### Metal 2

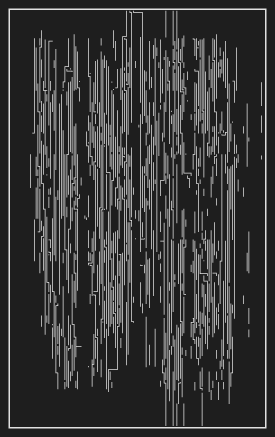
### The metal 1 layer

Scale bar: 20 µm.
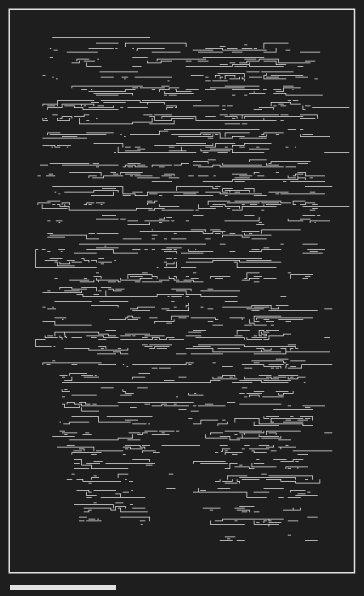
### Wiring heat map

Scale bar: 20 µm. The die is cut into 13 by 21 equal tiles; black is low, pale yellow is high, scaled to the fullest tile. Values are wire area over tile area, all layers added.
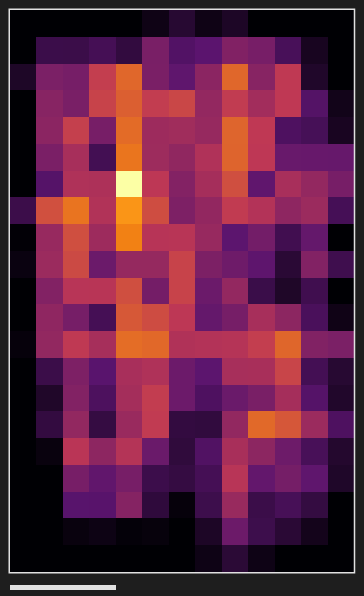
<file path="src/rtl/bht_controller.sv">
// Branch history table: 2-bit saturating counters, one table access per cycle, with
// resolved-branch updates buffered in a 2-entry in-order FIFO.
module bht_controller #(
   parameter int unsigned IDX_BITS = 4
) (
   input  logic        clk,
   input  logic        reset,
   // Fetch-stage lookup
   input  logic        lkp_valid,
   input  logic [31:0] lkp_pc,
   output logic        lkp_ready,
   output logic        pred_valid,
   output logic        pred_taken,
   // Execute-stage update
   input  logic        upd_valid,
   input  logic [31:0] upd_pc,
   input  logic        upd_taken,
   input  logic        upd_pred,
   output logic        upd_ready,
   output logic [15:0] mispredict_count
);

   localparam int unsigned DEPTH     = 2 ** IDX_BITS;
   localparam int unsigned FIFO_SIZE = 2;

   typedef enum logic [1:0] {
      SlotIdle,
      SlotLookup,
      SlotDrain
   } slot_e;

   // Counter table
   logic [1:0]          table_q [DEPTH];

   // Update FIFO; entry 0 is always the head
   logic [IDX_BITS-1:0] fifo_idx_q [FIFO_SIZE];
   logic [IDX_BITS-1:0] fifo_idx_d [FIFO_SIZE];
   logic                fifo_tkn_q [FIFO_SIZE];
   logic                fifo_tkn_d [FIFO_SIZE];
   logic [1:0]          fifo_cnt_q;
   logic [1:0]          fifo_cnt_d;
   logic                fifo_full;
   logic                fifo_empty;

   // Prediction and statistics state
   logic                pred_valid_q;
   logic                pred_taken_q;
   logic [15:0]         mis_cnt_q;
   logic [15:0]         mis_cnt_d;

   // Slot arbitration and handshakes
   slot_e               slot;
   logic                lkp_fire;
   logic                upd_fire;
   logic                drain_fire;

   logic [IDX_BITS-1:0] lkp_idx;
   logic [IDX_BITS-1:0] upd_idx;
   logic [IDX_BITS-1:0] drain_idx;
   logic                drain_tkn;
   logic [1:0]          drain_ctr_next;

   logic                unused_pc_bits;

   function automatic logic [1:0] ctr_step(input logic [1:0] ctr, input logic taken);
      logic [1:0] res;
      res = ctr;
      if (taken) begin
         if (ctr != 2'b11) res = ctr + 2'd1;
      end else begin
         if (ctr != 2'b00) res = ctr - 2'd1;
      end
      return res;
   endfunction

   assign lkp_idx   = lkp_pc[IDX_BITS+1:2];
   assign upd_idx   = upd_pc[IDX_BITS+1:2];
   assign drain_idx = fifo_idx_q[0];
   assign drain_tkn = fifo_tkn_q[0];

   assign unused_pc_bits = ^{lkp_pc[31:IDX_BITS+2], lkp_pc[1:0],
                             upd_pc[31:IDX_BITS+2], upd_pc[1:0]};

   assign fifo_full  = (fifo_cnt_q == 2'd2);
   assign fifo_empty = (fifo_cnt_q == 2'd0);

   assign lkp_ready = !fifo_full;
   assign upd_ready = !fifo_full;

   // A full FIFO takes the slot so that update acceptance can resume next cycle
   always_comb begin
      slot = SlotIdle;
      if (fifo_full) begin
         slot = SlotDrain;
      end else if (lkp_valid) begin
         slot = SlotLookup;
      end else if (!fifo_empty) begin
         slot = SlotDrain;
      end
   end

   assign lkp_fire   = (slot == SlotLookup);
   assign drain_fire = (slot == SlotDrain);
   assign upd_fire   = upd_valid && upd_ready;

   assign drain_ctr_next = ctr_step(table_q[drain_idx], drain_tkn);

   // FIFO next state; a simultaneous enqueue and drain only happens at occupancy 1
   always_comb begin
      fifo_idx_d = fifo_idx_q;
      fifo_tkn_d = fifo_tkn_q;
      fifo_cnt_d = fifo_cnt_q;
      unique case ({upd_fire, drain_fire})
         2'b10: begin
            fifo_idx_d[fifo_cnt_q[0]] = upd_idx;
            fifo_tkn_d[fifo_cnt_q[0]] = upd_taken;
            fifo_cnt_d                = fifo_cnt_q + 2'd1;
         end
         2'b01: begin
            fifo_idx_d[0] = fifo_idx_q[1];
            fifo_tkn_d[0] = fifo_tkn_q[1];
            fifo_cnt_d    = fifo_cnt_q - 2'd1;
         end
         2'b11: begin
            fifo_idx_d[0] = upd_idx;
            fifo_tkn_d[0] = upd_taken;
         end
         default: begin
         end
      endcase
   end

   always_comb begin
      mis_cnt_d = mis_cnt_q;
      if (upd_fire && (upd_pred != upd_taken) && (mis_cnt_q != 16'hFFFF)) begin
         mis_cnt_d = mis_cnt_q + 16'd1;
      end
   end

   always_ff @(posedge clk) begin
      if (reset) begin
         for (int unsigned i = 0; i < DEPTH; i++) begin
            table_q[i] <= 2'b01;
         end
      end else if (drain_fire) begin
         table_q[drain_idx] <= drain_ctr_next;
      end
   end

   always_ff @(posedge clk) begin
      if (reset) begin
         for (int unsigned i = 0; i < FIFO_SIZE; i++) begin
            fifo_idx_q[i] <= '0;
            fifo_tkn_q[i] <= 1'b0;
         end
         fifo_cnt_q <= 2'd0;
      end else begin
         fifo_idx_q <= fifo_idx_d;
         fifo_tkn_q <= fifo_tkn_d;
         fifo_cnt_q <= fifo_cnt_d;
      end
   end

   always_ff @(posedge clk) begin
      if (reset) begin
         pred_valid_q <= 1'b0;
         pred_taken_q <= 1'b0;
         mis_cnt_q    <= 16'd0;
      end else begin
         pred_valid_q <= lkp_fire;
         if (lkp_fire) begin
            pred_taken_q <= table_q[lkp_idx][1];
         end
         mis_cnt_q <= mis_cnt_d;
      end
   end

   assign pred_valid       = pred_valid_q;
   assign pred_taken       = pred_taken_q;
   assign mispredict_count = mis_cnt_q;

endmodule

</file>
<file path="config.mk">
export PLATFORM = sky130hd
export DESIGN_NAME = bht_controller
export DESIGN_NICKNAME = d
export VERILOG_FILES = /design/src/rtl/bht_controller.sv
export SDC_FILE = /design/constraint.sdc
export NUM_CORES = 1
export LEC_CHECK = 0
export CAP_MARGIN = 5
export CORE_ASPECT_RATIO = 1.75
export CORE_MARGIN = 5
export CORE_UTILIZATION = 63
export DETAILED_ROUTE_END_ITERATION = 16
export DONT_BUFFER_PORTS = 1
export GPL_TIMING_DRIVEN = 0
export HOLD_SLACK_MARGIN = 0.15
export PLACE_DENSITY = 0.77
export SETUP_SLACK_MARGIN = 0.4
export SYNTH_ARGS = -nofsm -noshare
export SYNTH_HDL_FRONTEND = slang
export SYNTH_SLANG_ARGS = --single-unit
export TNS_END_PERCENT = 5
</file>
<file path="constraint.sdc">
create_clock -name clk -period 2.2 [get_ports clk]
set_input_delay 0.22 -clock clk [delete_from_list [all_inputs] [get_ports clk]]
set_output_delay 0.22 -clock clk [all_outputs]
set_load 0.05 [all_outputs]
</file>
==> notes.md <==
The library cell occupying the most area in the post-synthesis netlist is sky130_fd_sc_hd__edfxtp_1. Number of setup buffers added after CTS: 4. The net count after synthesis is 392.

Uppermost signal routing layer after detailed routing: met4. At the end of routability-driven placement, the weighted congestion stood at 0.881. The adder and majority gate portion of the synthesized area is 2.69%.

In this run the number of H-tree levels came out at 3. The longest incremental delay of any stage on the critical path is reported as 0.51 ns. Across the routed clock network, the largest skew measured is 0.0137 ns.

Measured against its own limit, the worst slew margin works out to 56.6%. Per the run summary, max-cap violations total 0. No sink is reached through more buffers than the 2 on the longest clock path. Per the final timing report, the hold violations number 0. All stages included, the depth of the critical timing path comes to 7.

The tools report the floorplan utilization as 64.2%. Post-synthesis, Yosys gives the total cell area as 3340 µm². TritonCTS built the clock tree. The synthesis report gives the async set-or-reset register share as 0%.

Area added between synthesis and finish: 20.6%. Broken down by cell family, the worst path's largest delay share belongs to multiplexers. Looking at the cell usage after synthesis, the top flip-flop cell is sky130_fd_sc_hd__dfxtp_1. The number of gates resized after CTS was 25. By area the synthesized netlist is led by sky130_fd_sc_hd__edfxtp_1 (29%), sky130_fd_sc_hd__dfxtp_1 (20%), sky130_fd_sc_hd__mux4_2 (8.8%), sky130_fd_sc_hd__xor2_1 (3.7%), sky130_fd_sc_hd__nand2_1 (3.6%). The post-route netlist has 31.1% of its cells at a drive strength greater than 1. The chip area is 6920 µm², and the xor/xnor cell area share of the yosys netlist is 4.45%. The filler-free cell count of the finished design is 406, and the per-instance average area after synthesis is 10.6 µm². The post-placement cell count came out at 372. The layer carrying the most global-route usage is met2. The nature of the critical path startpoint was a flip-flop. The stage logs contain a warning count of 88. The number of instances in the synthesized netlist came out at 317.

The number of nets with antenna violations after detailed routing is 0. STA classifies the critical path endpoint as a flip-flop. The proportion of netlist area held by the largest area contributor is 28.7%. After clock tree synthesis, the clock-pin slew on the worst setup and hold paths is 0.07 ns. The largest vdd supply drop was 0.660 mV. Of the combinational cells, the family taking the most area is simple AND/OR/NAND/NOR gates. The run gives 13100 µm for the global-route wire length before repair.

The signal on the critical path passes through buf_8 > mux4_2 > a22oi_2 > and3_4 > maj3_4 > clkbuf_16 > nor2_2. In this run the standard cell core region covers 5210 µm². The total number of placement rows came out at 35. With the count of different cell masters after synthesis at 45, the routed wire length on met3 is 416 µm. The maximum fanout along the worst path is 8.

The pin closest to its max-slew limit shows a slew of 0.649 ns. Cells fill 77.4% of the core in the end. The die is 106 µm tall. The critical path data arrival time is 2.21 ns, and the sequential share of the synthesized area is 49.1%.

With the maximum number of pins on one net before global-route repair at 12, the time the final worst path needs with I/O delays and setup is 2.11 ns. For this run, global-route usage on met1 was measured as 27.1%. Clock tree buffers and inverters occupy 5.62% of the routed design's cell area. The tools report the count of multi-input combinational gates as 228. Leaving out the clock tree, the finished layout contains an inverter count of 6. The run finished with clean final reports.

The simple-gate portion of the synthesized area came out at 25.0%. The met3 track utilization from global routing came out at 5.18%. The length of routed wiring on met1 was 2880 µm; the cell area power density was 1080 nW/µm². The run gives 6 as the post-cts hold buffer count.

Counting flops with a built-in enable in the synthesized netlist gives 32. Sequential cells placed in the final layout were counted as 66. The fraction of cell area in sequential cells is reported as 41.8%. Note, the detailed placer reported a final HPWL of 5610 µm. The number of global-route vias before repair came out at 2696. Per the layout area report, the register area comes to 1690 µm². Fraction of met2 tracks used by global routing: 46.2%. Summed over all layers, the global routing overflow is 0. For the combined area of the multi-input logic cells, the log shows 1720 µm².

The final antenna diode tally reported by the flow is 0. The final clock period utilization by the worst path works out to 95.8%. Setup repair after global routing could not meet its margin everywhere.

The buffer-and-inverter tally for the worst setup path came out at 2. In the final layout, non-clock buffers account for 7.66% of the cell area. Synthesis inferred 66 register bits. The logs give 25.6% for the overall routing resource usage and 55 for the total number of tap cells.

The kind of path behind the tightest hold check is in -> reg. The flow reports an fmax of 0.474 GHz. For reference, the most critical setup path is categorized as reg -> reg. The multi-input combinational area share is 42.7%.
Back to the opening pictures, 'Metal 2':
longest straight run: 48.6 µm
share of all routed wire: 57%
main direction: vertical
wire length on this layer: 4630 µm
nets with wire on the layer: 328

Back to the opening pictures, 'The metal 1 layer':
main direction: horizontal
longest straight run: 28.1 µm
nets with wire on the layer: 346
wire length on this layer: 2880 µm
share of all routed wire: 35%

Back to the opening pictures, 'Wiring heat map':
mean over tiles: 0.19
tiles over half the peak: 15%
densest ninth of the die: centre
nearly empty tiles: 18%
emptiest ninth of the die: south-west
routed length per placed instance: 20.1 µm
routed vias: 2558
routed wire length: 8150 µm

## kinds of logic (layout without fill, tap and decap cells)
group	after synthesis	after routing
compound gates	29	29
xor+xnor	17	17
fa+ha+maj	7	7
buf+inv	23	57
flops	66	66
mux	14	14
simple gates	161	161
## registers in the layout (all words and copies together) (netlist names), named ones only
name              flops
pred_taken            1
drain_tkn             1
drain_idx             4
table_q              32
pred_valid            1
fifo_idx_q            4
fifo_tkn_q            1
fifo_cnt_q            2
mispredict_count     16
## per-stage QoR
step	hold WS (ns)	total power, µW	setup TNS [ns]	instance area (µm²)	worst slack (ns)
after global placement	0.361	2740	-1.10	3480	-0.179
after floorplan	0.357	2490	0	3410	0.217
after CTS	0.171	4120	0	3900	0.0953
final	0.195	4360	0	4030	0.0921
after global routing	0.227	4560	0	4030	0.0356
after detailed placement	0.370	2770	-1.86	3480	-0.245
## path summary, 6_finish.rpt
kind / startpoint / end / slack (ns)
worst max register to register: flip-flop / table_q[9][1] / 0.09
worst min register to register: fifo_idx_q[1] / fifo_idx_q[1] / 0.47
worst max-delay path: flip-flop / table_q[9][1] / 0.09
worst min-delay path: upd_taken / drain_tkn / 0.20
## synth_stat cells, drive strengths merged, types with 4 or more instances
cell type  count
o2111ai        4
a2bb2oi        4
ha             5
nand2b        17
edfxtp        32
nor2          40
a22oi          5
nor3           7
and3           6
mux4          13
or2            5
a21oi          8
nor2b          7
nand3         23
dfxtp         34
nand4          8
clkbuf         9
inv            6
xor2          14
nand2         32
buf            8
## power by group
group	switching, µW	total, µW	leakage, µW	internal (µW)
clock	469	1110	0.000119	638
combinational	924	1730	0.000673	804
sequential	129	1530	0.000562	1400
## cell usage in the layout, fill, tap and decap left out, types with 3 or more instances in the layout
cell type and n:
sky130_fd_sc_hd__xor2_1 14, sky130_fd_sc_hd__nor2_2 12, sky130_fd_sc_hd__nor3_1 6, sky130_fd_sc_hd__dfxtp_2 5, sky130_fd_sc_hd__clkbuf_8 12, sky130_fd_sc_hd__nand3_2 4
sky130_fd_sc_hd__and4_1 3, sky130_fd_sc_hd__nand4_1 8, sky130_fd_sc_hd__mux4_2 13, sky130_fd_sc_hd__clkbuf_1 8, sky130_fd_sc_hd__or2_2 4, sky130_fd_sc_hd__nand2b_1 15
sky130_fd_sc_hd__nand2_1 28, sky130_fd_sc_hd__dfxtp_4 10, sky130_fd_sc_hd__clkbuf_16 3, sky130_fd_sc_hd__buf_6 5, sky130_fd_sc_hd__dfxtp_1 19, sky130_fd_sc_hd__xnor2_1 3
sky130_fd_sc_hd__buf_4 9, sky130_fd_sc_hd__a21oi_1 8, sky130_fd_sc_hd__nand2_2 3, sky130_fd_sc_hd__nand3_1 19, sky130_fd_sc_hd__ha_1 4, sky130_fd_sc_hd__dlygate4sd3_1 6
sky130_fd_sc_hd__and2_1 3, sky130_fd_sc_hd__and3_1 5, sky130_fd_sc_hd__a22oi_2 3, sky130_fd_sc_hd__nor2_1 28, sky130_fd_sc_hd__inv_1 5, sky130_fd_sc_hd__nor2b_1 7
sky130_fd_sc_hd__edfxtp_1 32
Power and IR drop assume default switching activity.
